--- config.mk ---
export PLATFORM = sky130hd
export DESIGN_NAME = ex_alu_unit
export DESIGN_NICKNAME = d
export VERILOG_FILES = /design/src/rtl/ex_alu_unit.sv
export SDC_FILE = /design/constraint.sdc
export NUM_CORES = 1
export LEC_CHECK = 0
export CAP_MARGIN = 20
export CORE_MARGIN = 2
export CORE_UTILIZATION = 40
export DETAILED_ROUTE_END_ITERATION = 10
export PLACE_DENSITY = 0.6
export SLEW_MARGIN = 20
export SYNTH_ARGS = -nofsm -noshare
export SYNTH_HDL_FRONTEND = slang
export SYNTH_SLANG_ARGS = --single-unit
export TNS_END_PERCENT = 10
--- constraint.sdc ---
create_clock -name clk -period 4.55 [get_ports clk]
set_clock_uncertainty 0.2 [all_clocks]
set_input_delay 0.6825 -clock clk [delete_from_list [all_inputs] [get_ports clk]]
set_output_delay 0.6825 -clock clk [all_outputs]
set_load 0.05 [all_outputs]
--- src/rtl/ex_alu_unit.sv ---
// Execute-stage RV32I ALU with valid/ready handshakes and a one-entry result register.
// Define ALU_BARREL_SHIFT_EN for single-cycle shifts; default build shifts serially 1 bit/cycle.
module ex_alu_unit #(
  parameter int unsigned XLEN     = 32,
  parameter int unsigned LINK_INC = 4
) (
  input  logic            clk,
  input  logic            rst,
  input  logic            flush,
  input  logic            in_valid,
  output logic            in_ready,
  input  logic [3:0]      alu_ctrl,
  input  logic [XLEN-1:0] op_a,
  input  logic [XLEN-1:0] op_b,
  output logic            out_valid,
  input  logic            out_ready,
  output logic [XLEN-1:0] result,
  output logic            zero
);

  localparam logic [3:0] AluAdd  = 4'b0000;
  localparam logic [3:0] AluSub  = 4'b0001;
  localparam logic [3:0] AluAnd  = 4'b0010;
  localparam logic [3:0] AluOr   = 4'b0011;
  localparam logic [3:0] AluXor  = 4'b0100;
  localparam logic [3:0] AluSll  = 4'b0101;
  localparam logic [3:0] AluSrl  = 4'b0110;
  localparam logic [3:0] AluSlt  = 4'b0111;
  localparam logic [3:0] AluSltu = 4'b1000;
  localparam logic [3:0] AluSra  = 4'b1001;
  localparam logic [3:0] AluLink = 4'b1111;

`ifdef ALU_BARREL_SHIFT_EN
  typedef enum logic [1:0] {StIdle, StHold} state_e;
`else
  typedef enum logic [1:0] {StIdle, StShift, StHold} state_e;
`endif

  state_e          state_q, state_d;
  logic [XLEN-1:0] result_q, result_d;
  logic [XLEN-1:0] alu_res;
  logic [4:0]      shamt;
  logic            accept;

  assign shamt = op_b[4:0];

  // Single-cycle datapath; in the serial build shift codes fall to default and are
  // loaded as op_a instead.
  always_comb begin
    alu_res = '0;
    case (alu_ctrl)
      AluAdd:  alu_res = op_a + op_b;
      AluSub:  alu_res = op_a - op_b;
      AluAnd:  alu_res = op_a & op_b;
      AluOr:   alu_res = op_a | op_b;
      AluXor:  alu_res = op_a ^ op_b;
      AluSlt:  alu_res = {{(XLEN-1){1'b0}}, ($signed(op_a) < $signed(op_b))};
      AluSltu: alu_res = {{(XLEN-1){1'b0}}, (op_a < op_b)};
      AluLink: alu_res = op_a + XLEN'(LINK_INC);
`ifdef ALU_BARREL_SHIFT_EN
      AluSll:  alu_res = op_a << shamt;
      AluSrl:  alu_res = op_a >> shamt;
      AluSra:  alu_res = $signed(op_a) >>> shamt;
`endif
      default: alu_res = '0;
    endcase
  end

`ifndef ALU_BARREL_SHIFT_EN
  logic [4:0]      cnt_q, cnt_d;
  logic [3:0]      ctrl_q, ctrl_d;
  logic [XLEN-1:0] shift_step;
  logic            is_shift;

  assign is_shift = (alu_ctrl == AluSll) || (alu_ctrl == AluSrl) || (alu_ctrl == AluSra);

  always_comb begin
    shift_step = result_q;
    case (ctrl_q)
      AluSll:  shift_step = {result_q[XLEN-2:0], 1'b0};
      AluSrl:  shift_step = {1'b0, result_q[XLEN-1:1]};
      default: shift_step = {result_q[XLEN-1], result_q[XLEN-1:1]};
    endcase
  end
`endif

  assign in_ready  = !rst && !flush &&
                     ((state_q == StIdle) || ((state_q == StHold) && out_ready));
  assign accept    = in_valid && in_ready;
  assign out_valid = (state_q == StHold);
  assign result    = result_q;
  assign zero      = (result_q == '0);

  always_comb begin
    state_d  = state_q;
    result_d = result_q;
`ifndef ALU_BARREL_SHIFT_EN
    cnt_d    = cnt_q;
    ctrl_d   = ctrl_q;
`endif
    unique case (state_q)
`ifndef ALU_BARREL_SHIFT_EN
      StShift: begin
        result_d = shift_step;
        cnt_d    = cnt_q - 5'd1;
        if (cnt_q == 5'd1) begin
          state_d = StHold;
        end
      end
`endif
      StIdle, StHold: begin
        if (accept) begin
`ifndef ALU_BARREL_SHIFT_EN
          if (is_shift) begin
            result_d = op_a;
            ctrl_d   = alu_ctrl;
            cnt_d    = shamt;
            state_d  = (shamt == 5'd0) ? StHold : StShift;
          end else begin
            result_d = alu_res;
            state_d  = StHold;
          end
`else
          result_d = alu_res;
          state_d  = StHold;
`endif
        end else if ((state_q == StHold) && out_ready) begin
          state_d = StIdle;
        end
      end
      default: state_d = StIdle;
    endcase
    // Flush drops whatever is in flight; the stale result is hidden by out_valid=0.
    if (flush) begin
      state_d  = StIdle;
      result_d = result_q;
    end
  end

  always_ff @(posedge clk) begin
    if (rst) begin
      state_q  <= StIdle;
      result_q <= '0;
`ifndef ALU_BARREL_SHIFT_EN
      cnt_q    <= '0;
      ctrl_q   <= AluAdd;
`endif
    end else begin
      state_q  <= state_d;
      result_q <= result_d;
`ifndef ALU_BARREL_SHIFT_EN
      cnt_q    <= cnt_d;
      ctrl_q   <= ctrl_d;
`endif
    end
  end

endmodule

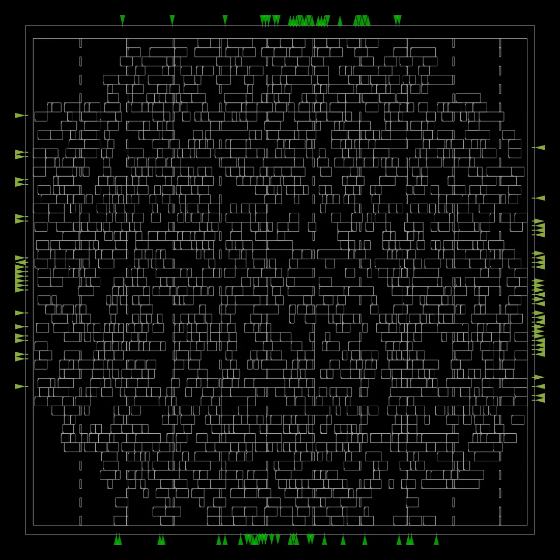
Fig. 1. Placed standard cells (run 1).
Seq area share: 8.22%
Finished Layout Cells: 1631

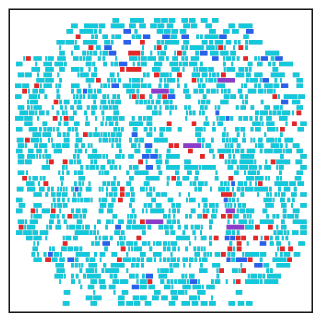
Fig. 2. Sizing map (run 1).
Scale: 2 px per µm.
Blue is drive 2, cells 43, share 3.2%. Red is drive 3 to 4, cells 83, share 6.1%. Purple is drive 6 and up, cells 6, share 0.44%. Cyan is drive 1 or less, cells 1224, share 90%.

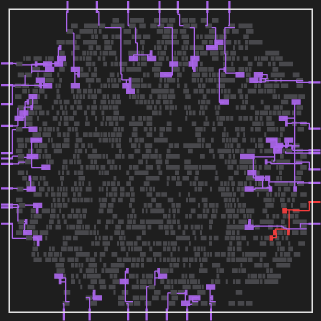
Fig. 3. Nets reached from selected ports (run 1).
Scale: 2 px per µm.
Purple is `op_b`, bits 32, direction input, edge 11 west, 7 east, 7 north, 7 south, end cells 87, buffers 34, wire 1040 µm. Red is `in_valid`, bits 1, direction input, edge east, end cells 4, buffers 1, wire 47.4 µm.

==> Changelog: implementation, run 1 <==
## Implementation

- Outcome: completed
- N_taps: 275
- Largest logic family: AND-OR/OR-AND gates
- FP Core Util: 40.8%
- # Cells Yosys: 1241
- Inverters: 105
- Combinational share of cell area: 67.5%
- N_diodes: 0
- Yosys adder share: 17.3%
- Yosys aoi share: 34.7%
- Syn nets: 1432
- Slew headroom: 41.1%
- Top cell type by total area after synthesis: ha_1
- Setup bufs post-CTS: 0
- Met1 WL: 16000 µm
- Total tool warning count: 108
- Max Fclk: 0.239 GHz
- Syn Area/Cell: 6.94 µm²
- Clock network power: 420 µW
- Met2 routed WL: 16300 µm
- Nature of the critical path endpoint: flop
- Combinational power: 1.01 mW
- Grt peak-use layer: met2
- Hold Path Sink: ctrl_q[3]
- M1 GR Usage: 44.3%
- Maximum root-to-sink buffer count: 2
- FILL cells: 2142
- WL per Instance: 22.4 µm
- Cell variety after synth: 77
- DRC Markers: 0
- Worst path bufs/invs: 3
-- run 1: flip-flops by register name, summed over array words and instances (netlist names) --
signal	count
ctrl_q	4
result	32
state_q	2
cnt_q	5
-- run 1: per-stage QoR --
| step | cell area, µm² | hold WS (ps) | std cells | utilization [%] | worst slack [ps] |
|---|---|---|---|---|---|
| 2_1_floorplan | 8610 | 251 | 1241 | - | 408 |
| 3_3_place_gp | 10300 | 265 | 1623 | 48.9 | 175 |
| 3_5_place_dp | 10300 | 274 | 1623 | 48.9 | 128 |
| 4_1_cts | 10500 | 292 | 1631 | 49.7 | 441 |
| 5_1_grt | 10500 | 321 | 1631 | 49.7 | 168 |
| 6_report | 10500 | 287 | 1631 | 49.7 | 374 |
==> run 1 -> run 2 <==
--- a/config.mk
+++ b/config.mk
@@ -10,6 +10,7 @@
 export CORE_UTILIZATION = 40
 export DETAILED_ROUTE_END_ITERATION = 10
 export PLACE_DENSITY = 0.6
+export SKIP_CTS_REPAIR_TIMING = 1
 export SLEW_MARGIN = 20
 export SYNTH_ARGS = -nofsm -noshare
 export SYNTH_HDL_FRONTEND = slang
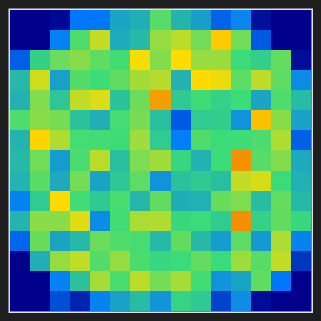
Fig. 4. Cell density map (run 2).
Scale: 2 px per µm. 15 x 15 tiles, from dark blue (low) to red (high), 0 to 100% covered.
3.6% of the tiles are over 75% full. The mean over all tiles is 45%. 7.6% of the tiles are nearly empty. The fullest tile reaches 84%.

==> Changelog: implementation, run 2 <==
## Implementation

- Hold slack: 287 ps
- N_diodes: 0
- Slew headroom: 41.1%
- Grt peak-use layer: met2
- Seq area share: 8.22%
- Clock network power: 420 µW
- # Cells Yosys: 1241
- Max Fclk: 0.239 GHz
- Met2 routed WL: 16300 µm
- Syn nets: 1432
- Largest logic family: AND-OR/OR-AND gates
- Cell Area, Placed: 10300 µm²
- Placed insts: 1623
- Yosys aoi share: 34.7%
- FILL cells: 2142
- M1 GR Usage: 44.3%
- Outcome: completed
- Pre-CTS WS: 128 ps
- Largest register FFs: 32
- FP Core Util: 40.8%
- Inverters: 105
- Post-route setup slack: 374 ps
- Combinational share of cell area: 67.5%
- N_taps: 275
- Met1 WL: 16000 µm
- Nature of the critical path endpoint: flop
- Syn Area/Cell: 6.94 µm²
- WL per Instance: 22.4 µm
- Total tool warning count: 108
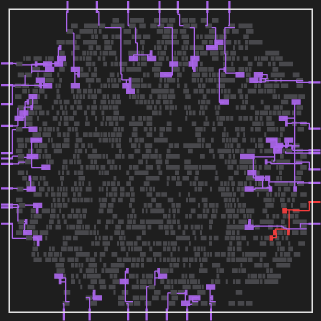
Fig. 5. Nets reached from selected ports (run 2).
Scale: 2 px per µm.
Red is `in_valid`, bits 1, direction input, edge east, end cells 4, buffers 1, wire 47.4 µm. Purple is `op_b`, bits 32, direction input, edge 11 west, 7 east, 7 north, 7 south, end cells 87, buffers 34, wire 1040 µm.

run 2: stage by stage:
stage                     util [%]  power [mW]
after floorplan                  -        1.02
after global placement        48.9        1.42
after detailed placement      48.9        1.42
after CTS                     49.7        1.83
after global routing          49.7        1.95
final                         49.7        1.86
run 2: path summary, 6_finish.rpt:
path                            startpoint          to  slack [ps]  cells past startpoint
worst min-delay path             ctrl_q[3]   ctrl_q[3]         290                      2
worst max register to register  state_q[0]  result[26]        1380                      8
worst min register to register   ctrl_q[3]   ctrl_q[3]         290                      2
worst max-delay path               op_a[2]  result[31]         370                     13
run 2: tightest hold or removal path, cell delays in order, from the launching register on:
cell and delay [ps]:
dfxtp_1 320, mux2i_1 60, nor2_1 70
==> run 2 -> run 3 <==
--- a/config.mk
+++ b/config.mk
@@ -9,6 +9,7 @@
 export CORE_MARGIN = 2
 export CORE_UTILIZATION = 40
 export DETAILED_ROUTE_END_ITERATION = 10
+export MAX_ROUTING_LAYER = met4
 export PLACE_DENSITY = 0.6
 export SKIP_CTS_REPAIR_TIMING = 1
 export SLEW_MARGIN = 20
==> constraint.sdc (replaced) <==
create_clock -name clk -period 4.3 [get_ports clk]
set_clock_uncertainty 0.2 [all_clocks]
set_input_delay 0.645 -clock clk [delete_from_list [all_inputs] [get_ports clk]]
set_output_delay 0.645 -clock clk [all_outputs]
set_load 0.05 [all_outputs]
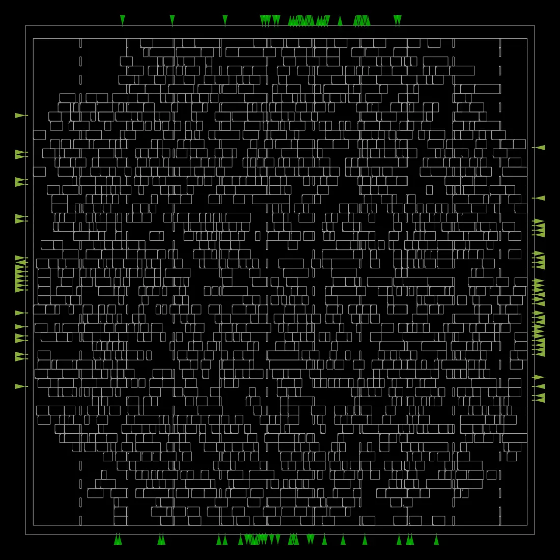
Fig. 6. Placed standard cells (run 3).
num sequential: 43
n_taps: 275
# rows: 53
Core Area: 21100 µm²
FILL cells: 2149

==> Changelog: implementation, run 3 <==
## Implementation

- Outcome: completed
- Nature of the critical path endpoint: flop
- WL per Instance: 22.5 µm
- Total tool warning count: 108
- Syn nets: 1432
- Cell variety after synth: 77
- Inverters: 105
- Largest logic family: AND-OR/OR-AND gates
- Setup crit start: op_a[0]
- DRC Markers: 0
- Yosys aoi share: 34.7%
- FF-to-FF Start: ctrl_q[3]
- FP Core Util: 40.8%
- Reg2Reg Depth: 9
- Hold Crit Start: ctrl_q[3]
- Worst r2r dst: result[23]
- # Cells Yosys: 1241
- Finished Core Util: 50.6%
- Combinational share of cell area: 66.2%
- Worst path bufs/invs: 2
- Seq area share: 8.06%
- Met1 WL: 15700 µm
- Hold Path Sink: ctrl_q[3]
- Hold Crit Depth: 2
- Syn Area/Cell: 6.94 µm²
- M1 GR Usage: 43.0%
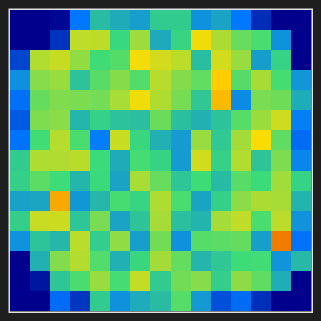
Fig. 7. Cell density map (run 3).
Scale: 2 px per µm. 15 x 15 tiles, from dark blue (low) to red (high), 0 to 100% covered.
The mean over all tiles is 46%. The fullest tile reaches 86%. 7.1% of the tiles are nearly empty. 1.8% of the tiles are over 75% full.

[run 3: cell counts after synthesis]
No cell type changed its count.
[run 3: stage by stage]
stage / setup slack (ps) / hold slack [ps] / cells / area (µm²) / power [mW]
floorplan: 195 / 251 / 1241 / 8610 / 1.08
global placement: 146 / 265 / 1645 / 10500 / 1.53
detailed placement: 112 / 277 / 1645 / 10500 / 1.53
CTS: 415 / 295 / 1653 / 10700 / 2.07
global route: 185 / 330 / 1653 / 10700 / 2.20
finish: 384 / 294 / 1653 / 10700 / 2.10
[run 3: power breakdown]
part / internal (mW) / total, mW / switching, mW
registers: 0.417 / 0.450 / 0.0327
logic: 0.423 / 1.10 / 0.678
clock network: 0.334 / 0.551 / 0.216
total: 1.17 / 2.10 / 0.927
Power and IR drop assume default switching activity.
